Fig. 1: signal wires by layer
Scale: 6 px per um. Only two layers are drawn.
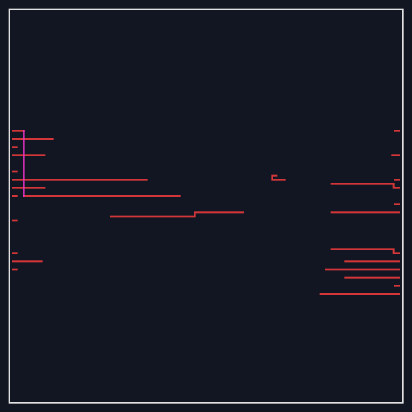
Fig. 2: power grid
Scale: 6 px per um. Pins as bars on the die edge.
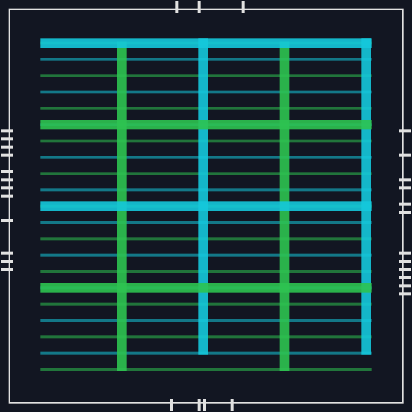
Fig. 3: routed clock nets over the placement
Scale: 8 px per um.
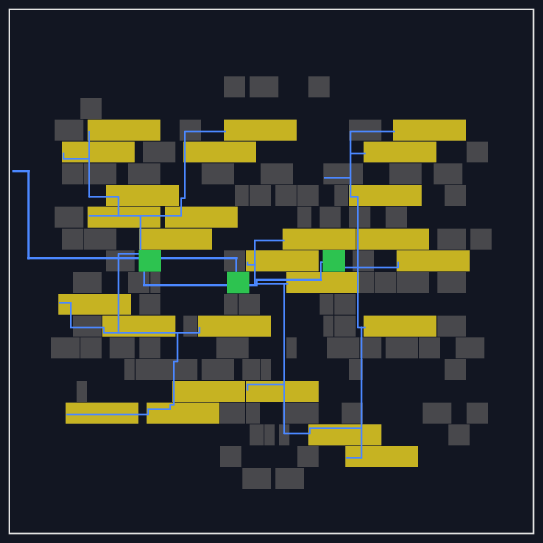
Fig. 4: placement view
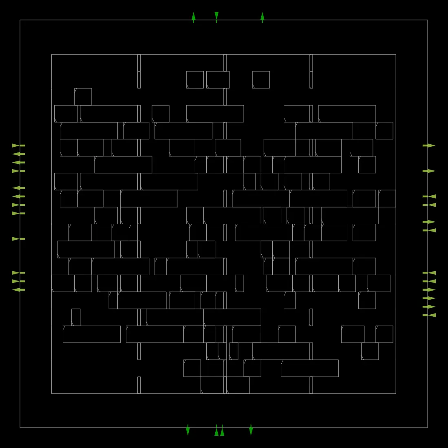
**config.mk**
```make
export PLATFORM = sky130hd
export DESIGN_NAME = spell_dbg_port
export DESIGN_NICKNAME = d
export VERILOG_FILES = /design/src/rtl/spell_dbg_pkg.sv /design/src/rtl/spell_dbg_sync.sv /design/src/rtl/spell_dbg_port.sv
export SDC_FILE = /design/constraint.sdc
export NUM_CORES = 1
export LEC_CHECK = 0
export CAP_MARGIN = 10
export CORE_MARGIN = 5
export CORE_UTILIZATION = 35
export DETAILED_ROUTE_END_ITERATION = 6
export HOLD_SLACK_MARGIN = 0.08
export PLACE_DENSITY = 0.66
export SYNTH_ARGS = -nofsm -noshare
export SYNTH_HDL_FRONTEND = slang
export SYNTH_SLANG_ARGS = --single-unit
```
**constraint.sdc**
```tcl
create_clock -name clk -period 3.2 [get_ports clk]
set_clock_uncertainty 0.05 [all_clocks]
set_input_delay 0.64 -clock clk [delete_from_list [all_inputs] [get_ports clk]]
set_output_delay 0.64 -clock clk [all_outputs]
set_load 0.1 [all_outputs]
```
**src/rtl/spell_dbg_pkg.sv**
```systemverilog
// Shared types and constants for the SPELL serial debug port.
// Register-select codes follow the core's debug register map.
package spell_dbg_pkg;

    localparam int DBG_WIDTH = 8;
    localparam int DBG_SEL_W = 2;

    localparam logic [DBG_SEL_W-1:0] REG_PC        = 2'd0;
    localparam logic [DBG_SEL_W-1:0] REG_SP        = 2'd1;
    localparam logic [DBG_SEL_W-1:0] REG_EXEC      = 2'd2;
    localparam logic [DBG_SEL_W-1:0] REG_STACK_TOP = 2'd3;

    typedef enum logic [2:0] {
        ST_IDLE,
        ST_WR_WAIT,
        ST_WR,
        ST_RD_ADDR,
        ST_RD_CAP
    } dbg_state_t;

endpackage

```
**src/rtl/spell_dbg_sync.sv**
```systemverilog
// Per-pin synchroniser (STAGES flops, 0 = pass-through) with an optional rising-edge detector.
// With EDGE set, q is a one-cycle pulse per 0->1 transition; otherwise q is the synchronised level.
module spell_dbg_sync #(
    parameter int WIDTH  = 1,
    parameter int STAGES = 2,
    parameter bit EDGE   = 1'b0
) (
    input  logic             clk,
    input  logic             rst_n,
    input  logic [WIDTH-1:0] pin,
    output logic [WIDTH-1:0] q
);

    logic [WIDTH-1:0] synced;

    if (STAGES == 0) begin : g_direct
        assign synced = pin;
    end else begin : g_chain
        logic [WIDTH-1:0] chain [STAGES];

        always_ff @(posedge clk or negedge rst_n) begin
            if (!rst_n) begin
                for (int i = 0; i < STAGES; i++) begin
                    chain[i] <= '0;
                end
            end else begin
                chain[0] <= pin;
                for (int i = 1; i < STAGES; i++) begin
                    chain[i] <= chain[i-1];
                end
            end
        end

        assign synced = chain[STAGES-1];
    end

    if (EDGE) begin : g_edge
        // Edges are suppressed until the chain has refilled after reset, so a pin
        // held high through reset release is not mistaken for a fresh rising edge.
        localparam int SETTLE = STAGES + 1;
        localparam int CW     = $clog2(SETTLE + 1);

        logic [CW-1:0]    settle_cnt;
        logic [WIDTH-1:0] prev;

        always_ff @(posedge clk or negedge rst_n) begin
            if (!rst_n) begin
                settle_cnt <= '0;
                prev       <= '0;
            end else begin
                prev <= synced;
                if (settle_cnt != CW'(SETTLE)) begin
                    settle_cnt <= settle_cnt + 1'b1;
                end
            end
        end

        assign q = (settle_cnt == CW'(SETTLE)) ? (synced & ~prev) : '0;
    end else begin : g_level
        assign q = synced;
    end

endmodule

```
**src/rtl/spell_dbg_port.sv**
```systemverilog
// spell_dbg_port: serial debug front-end between the ui_in debug pins and the SPELL core.
// Define SPELL_DBG_SYNC_EN to pass every debug pin through a SYNC_STAGES-deep synchroniser.
module spell_dbg_port
    import spell_dbg_pkg::*;
#(
    parameter int WIDTH       = DBG_WIDTH,
    parameter int SYNC_STAGES = 2
) (
    input  logic             clk,
    input  logic             rst_n,
    input  logic             i_load,
    input  logic             i_dump,
    input  logic             i_shift_in,
    input  logic [1:0]       i_reg_sel,
    input  logic             i_cpu_stopped,
    input  logic [WIDTH-1:0] i_reg_rd_data,
    output logic [1:0]       o_reg_rd_sel,
    output logic             o_reg_wr,
    output logic [1:0]       o_reg_wr_sel,
    output logic [WIDTH-1:0] o_reg_wr_data,
    output logic             o_shift_out,
    output logic             o_busy
);

    dbg_state_t state, next_state;

    logic             load_p;
    logic             dump_p;
    logic             shift_bit;
    logic [1:0]       sel_pin;
    logic [WIDTH-1:0] sr;
    logic [WIDTH-1:0] wr_data;
    logic [1:0]       wr_sel;
    logic [1:0]       rd_sel;

`ifdef SPELL_DBG_SYNC_EN
    localparam int PIN_STAGES = SYNC_STAGES;

    spell_dbg_sync #(.WIDTH(1), .STAGES(PIN_STAGES), .EDGE(1'b0)) u_shift_sync (
        .clk   (clk),
        .rst_n (rst_n),
        .pin   (i_shift_in),
        .q     (shift_bit)
    );

    spell_dbg_sync #(.WIDTH(2), .STAGES(PIN_STAGES), .EDGE(1'b0)) u_sel_sync (
        .clk   (clk),
        .rst_n (rst_n),
        .pin   (i_reg_sel),
        .q     (sel_pin)
    );
`else
    localparam int PIN_STAGES = 0;

    assign shift_bit = i_shift_in;
    assign sel_pin   = i_reg_sel;
`endif

    spell_dbg_sync #(.WIDTH(1), .STAGES(PIN_STAGES), .EDGE(1'b1)) u_load_edge (
        .clk   (clk),
        .rst_n (rst_n),
        .pin   (i_load),
        .q     (load_p)
    );

    spell_dbg_sync #(.WIDTH(1), .STAGES(PIN_STAGES), .EDGE(1'b1)) u_dump_edge (
        .clk   (clk),
        .rst_n (rst_n),
        .pin   (i_dump),
        .q     (dump_p)
    );

    always_ff @(posedge clk or negedge rst_n) begin
        if (!rst_n) begin
            state <= ST_IDLE;
        end else begin
            state <= next_state;
        end
    end

    // Load has priority over dump; pulses seen outside IDLE are dropped, not queued.
    always_comb begin
        next_state = state;
        case (state)
            ST_IDLE: begin
                if (load_p) begin
                    next_state = i_cpu_stopped ? ST_WR : ST_WR_WAIT;
                end else if (dump_p) begin
                    next_state = ST_RD_ADDR;
                end
            end
            ST_WR_WAIT: begin
                if (i_cpu_stopped) begin
                    next_state = ST_WR;
                end
            end
            ST_WR:      next_state = ST_IDLE;
            ST_RD_ADDR: next_state = ST_RD_CAP;
            ST_RD_CAP:  next_state = ST_IDLE;
            default:    next_state = ST_IDLE;
        endcase
    end

    always_comb begin
        o_reg_wr = 1'b0;
        o_busy   = 1'b1;
        case (state)
            ST_IDLE: o_busy   = 1'b0;
            ST_WR:   o_reg_wr = 1'b1;
            default: ;
        endcase
    end

    // The write payload is the shift register as it stood before this cycle's shift.
    always_ff @(posedge clk or negedge rst_n) begin
        if (!rst_n) begin
            sr      <= '0;
            wr_sel  <= '0;
            wr_data <= '0;
            rd_sel  <= '0;
        end else begin
            case (state)
                ST_IDLE, ST_WR_WAIT: sr <= {sr[WIDTH-2:0], shift_bit};
                ST_RD_CAP:           sr <= i_reg_rd_data;
                default: ;
            endcase
            if (state == ST_IDLE) begin
                if (load_p) begin
                    wr_sel  <= sel_pin;
                    wr_data <= sr;
                end else if (dump_p) begin
                    rd_sel <= sel_pin;
                end
            end
        end
    end

    assign o_reg_rd_sel  = rd_sel;
    assign o_reg_wr_sel  = wr_sel;
    assign o_reg_wr_data = wr_data;
    assign o_shift_out   = sr[WIDTH-1];

endmodule

```
==> impl_metrics.csv <==
group,metric,value,unit
detailed_routing,drc,0,
place,io_buffers,30,
logic_synthesis,ys_sh_mux,12.60,%
timing,slew_headroom,63.75,%
logic_synthesis,netlist.area_leader.share,60.68,%
logic_synthesis,yosys.area_share.aoi,16.69,%
worst_setup_path,cp_cell_sequence,"or3_4 -> buf_4",
timing,tightestPinTransition,0.5418,ns
finish,buffers,31,
logic_synthesis,logic_family,"AND-OR/OR-AND gates",
finish,utilization,46.96,%
place,pre_cts_slack,0.8381,ns
place,dp_cells,143,
finish,layout.nonclk_buf_share,19.17,%
run,openroad.warnings,26,
clock_network,cts_root_buf,"clkbuf_4",
clock_network,cts_buffers,3,
floorplan,chipArea,4271,sq um
logic_synthesis,synth_seq_share,60.68,%
logic_synthesis,yosys_area,1072,sq um
min_path,hp-class,"flip-flop to flip-flop",
timing,tns,0,ns
finish,nNonClkInverters,2,
timing,rsz0062_at_grt,"no",
finish,layout.cells.most_common_list,"26 x dfrtp_1, 16 x buf_4, 15 x clkdlybuf4s50_1",
finish,sh_comb_area,28.66,%
worst_setup_path,r2r_slack,1.16,ns
logic_synthesis,synth-edff-count,0,
worst_setup_path,reg2reg_depth,3,
logic_synthesis,ys_top_cells_by_count,"26 x dfrtp_1, 14 x a22oi_1, 12 x mux2_2, 8 x o21ai_0, 4 x nor2_1",
clock_network,cts.path.max_buffers,2,
timing,hold_viol,0,
floorplan,io_pins,31,
worst_setup_path,worstSetupStartpointType,"flip-flop",
logic_synthesis,area_leaders,"dfrtp_1 61%, mux2_2 13%, a22oi_1 9.8%, o21ai_0 3.7%, nor4_4 2.0%",
logic_synthesis,synthCells,82,
floorplan,fp_util,35.71,%
place,hpwlAfterDp,1.624,mm
clock_network,post_cts_resized,0,
global_route,grt_max_degree,27,
logic_synthesis,yosysTopAreaCell,"dfrtp_1",
timing,report.final.slew_viol_count,0,
clock_network,htreeDepth,1,
min_path,holdPathStages,1,
finish,clock_area_share,2.573,%
finish,regArea,650.6,sq um
logic_synthesis,synth.distinct_cells,19,
outcome,status,"complete, no violations",
timing,period_used_share,70.78,%
timing,finalSetupViolCount,0,
worst_setup_path,crit_path_end_kind,"output port",
detailed_routing,drtPass1Iterations,4,
finish,clock_buffers,4,
logic_synthesis,fp_nets,98,
min_path,hold_start,"o_reg_rd_sel[0]",
worst_setup_path,slowest_delay,0.55,ns
worst_setup_path,worst-path-buf-inv,1,
worst_setup_path,rr_endpoint,"o_reg_wr_sel[0]",
logic_synthesis,synth-simple-area-share,7.585,%
clock_network,cts_sinks,26,
worst_setup_path,worstSetupPathType,"flip-flop to output port",
detailed_routing,routed_wl,2.239,mm
finish,logic_area,404.1,sq um
logic_synthesis,adder_share,0,%
global_route,antenna_found_initial,0,
logic_synthesis,ys_sh_xor,0,%
finish,syn_to_final_growth,31.51,%
logic_synthesis,synthFlopType,"dfrtp_1",
global_route,grt_pass1_vias,815,
place,gp_congestion,0.7323,
worst_setup_path,r2r_start,"state[1]",
worst_setup_path,cp.required,2.51,ns
timing,period_needed,2.265,ns
finish,antenna_cells,0,
finish,drive_gt1_share,30.70,%
clock_network,clk_pin_slew,0.13,ns
logic_synthesis,syn_area,1072,sq um
logic_synthesis,avgSynthCellArea,13.08,sq um
finish,nNetsFinal,131,
logic_synthesis,synth_top_cell_by_count,"dfrtp_1",
timing,whs,0.4764,ns
clock_network,post_cts_buffers,0,
logic_synthesis,ys_async_sr_fraction,100.0,%
clock_network,tritoncts,"done",
worst_setup_path,critPathTopFamily,"flip-flops",
About Fig. 1:
red -> metal 3  # wire length 185 um
magenta -> metal 4  # wire length 10.9 um
via count: 772
drt wl/cell: 15.23 um
All-Layer GR Usage: 11.76%

About Fig. 2:
green -> VSS
cyan -> VDD
met1 rails = 21
signal pins = 31
die width: 65.35 um
core area: 3003 sq um
die height: 65.35 um

About Fig. 3:
yellow -> flip-flops  # count 26
blue -> clock wires  # length 292 um
green -> clock drivers  # count 3
routed clock nets = 4
Latency at later pin: 0.32 ns

About Fig. 4:
fillers: 285
flop share of the area: 46.14%
Flops: 26
Tapcell Cnt: 33

[worst max path at each step]
stage | start | end | slack (ns) | cells past startpoint
after global placement | i_load | o_reg_wr_data[0] | 0.87 | 4
final | state[1] | o_busy | 0.93 | 2
after CTS | state[1] | o_busy | 0.92 | 2
after global routing | state[1] | o_busy | 0.85 | 2
after detailed placement | i_load | o_reg_wr_data[6] | 0.84 | 4
after floorplan | state[1] | o_reg_wr | 0.61 | 2
[metal layers]
layer  up-vias  part of all wire, %  GRT usage (%)
met5         -                    0              0
met4         0                 0.45          1.554
met3         2                  8.2          5.128
met2        29                   44          18.33
met1       375                   47          15.54
li1        366                    -              -
